==> config.mk <==
export PLATFORM = sky130hd
export DESIGN_NAME = store_buffer_ctrl
export DESIGN_NICKNAME = d
export VERILOG_FILES = /design/src/rtl/store_buffer_ctrl.sv
export SDC_FILE = /design/constraint.sdc
export NUM_CORES = 1
export LEC_CHECK = 0
export ABC_AREA = 0
export CAP_MARGIN = 20
export CORE_MARGIN = 2
export CORE_UTILIZATION = 25
export CTS_BUF_LIST = sky130_fd_sc_hd__clkbuf_8
export DETAILED_ROUTE_END_ITERATION = 6
export PLACE_DENSITY = 0.44
export SLEW_MARGIN = 20
export SYNTH_ARGS = -nofsm -noshare
export SYNTH_HDL_FRONTEND = slang
export SYNTH_SLANG_ARGS = --single-unit
export TNS_END_PERCENT = 50
==> constraint.sdc <==
create_clock -name clk -period 6.8 [get_ports clk]
set_input_delay 1.02 -clock clk [delete_from_list [all_inputs] [get_ports clk]]
set_output_delay 1.02 -clock clk [all_outputs]
set_load 0.03 [all_outputs]
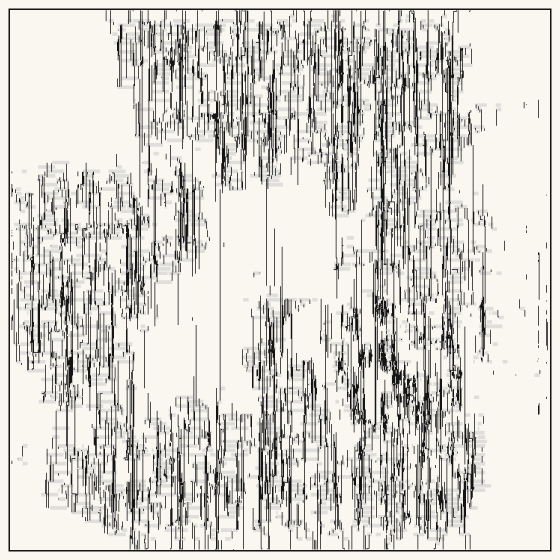
**Above:** signal wires on met2.
longest straight run = 130 microns
nets with wire on the layer = 1592
wire length on this layer = 34.1 mm
share of all routed wire = 48%
main direction = vertical
routed wire length: 70.5 mm
M2 GR Usage: 21.2%
via total after detailed routing: 14200

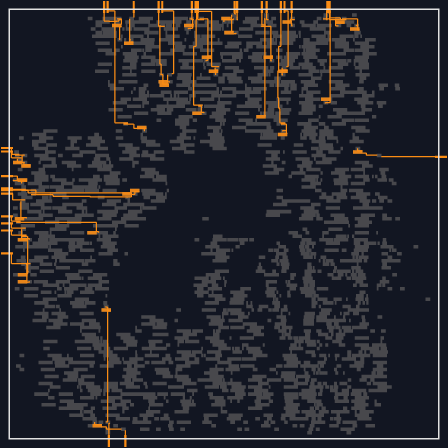
**Above:** wires at chosen ports, followed through buffers.
`stbuf_bus_data` -> orange  # direction output, edge 19 top, 10 left, 2 bottom, 1 right, end cells 32, buffers 32, wire 1800 microns
IO Pins: 158
# port buffers: 157

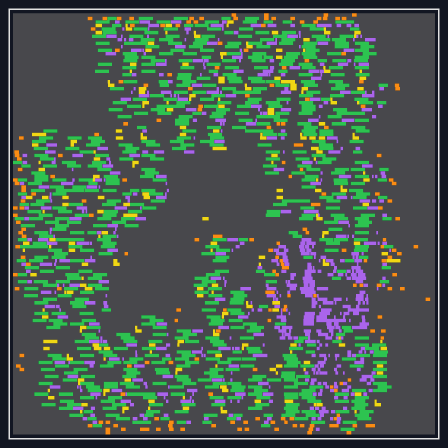
**Above:** cell classes on the final placement.
Fill, decap, tap and diode cells in grey.
other buffers and delay cells -> orange  # cells 195, share of their area 6.2%
flops -> green  # cells 678, share of their area 63%
combinational and other logic -> purple  # cells 713, share of their area 23%
clock drivers and dummy loads -> yellow  # cells 222, share of their area 7.8%
post-layout util: 30.6%
row count: 120

==> results.yml <==
# generated from flow reports
run_status:
  status: "complete, no violations"
die:
  fp_util_pct: 25.1
detailed_routing:
  wl_met3_mm: 2.93
  drtIter0Drc: 819
  ant_nets: 0
  drc: 0
  wl_met2_mm: 34.1
worst_setup_path:
  required_ps: 7450
  critPathLaunchType: "flop"
  cpMostUsedCell: "ha_1"
  path_max_fanout: 13
place:
  dpl_cell_area_sq_um: 30200
finish:
  logic_gates: 687
  comb_area_share_pct: 21.3
  largest_class: "registers"
  stdcell_count: 3212
  diodes: 1
  drive_above_1_share_pct: 20.7
  fillers: 10400
synthesis:
  yosysSeqAreaShare_pct: 72.6
  yosysWarnings: 0
  top_cell_area_share_pct: 66.2
  ys_chip_area_sq_um: 26800
  synth_area_per_cell_sq_um: 18.3
power:
  power_density_nw_per_um2: 268
clock_network:
  root_buffer: "clkbuf_8"
  clk_path_buf_depth: 3
final_timing:
  clock_skew_ps: 47.0
  rsz0062_at_grt: "no"
global_route:
  grt_max_degree: 141
## cells by family after synthesis
logic type                 Yosys count  synth area share, %
DFF                                678                 72.6
and+or+nand+nor                    305                 5.18
AOI/OAI and AO/OA                  122                 3.92
muxes                              158                 12.7
xor gates and xnor gates            66                 2.15
adders and majority gates           36                 1.73
buffers and inverters              105                 1.69
## per-layer routing
metal  vias to the layer above  GRT usage (%)
met4                        10           4.17
met5                         -              0
met3                       112           2.53
met2                       288           21.2
met1                      7477           16.9
li1                       6328              -
## power groups by stage
stage	clock (mW)	sequential, mW	combinational, mW
CTS	3.89	4.65	0.383
global route	4.08	4.66	0.411
floorplan	0	4.74	0.190
finish	3.73	4.65	0.370
global placement	0	4.74	0.375
detailed placement	0	4.74	0.381
Power and IR drop assume default switching activity.
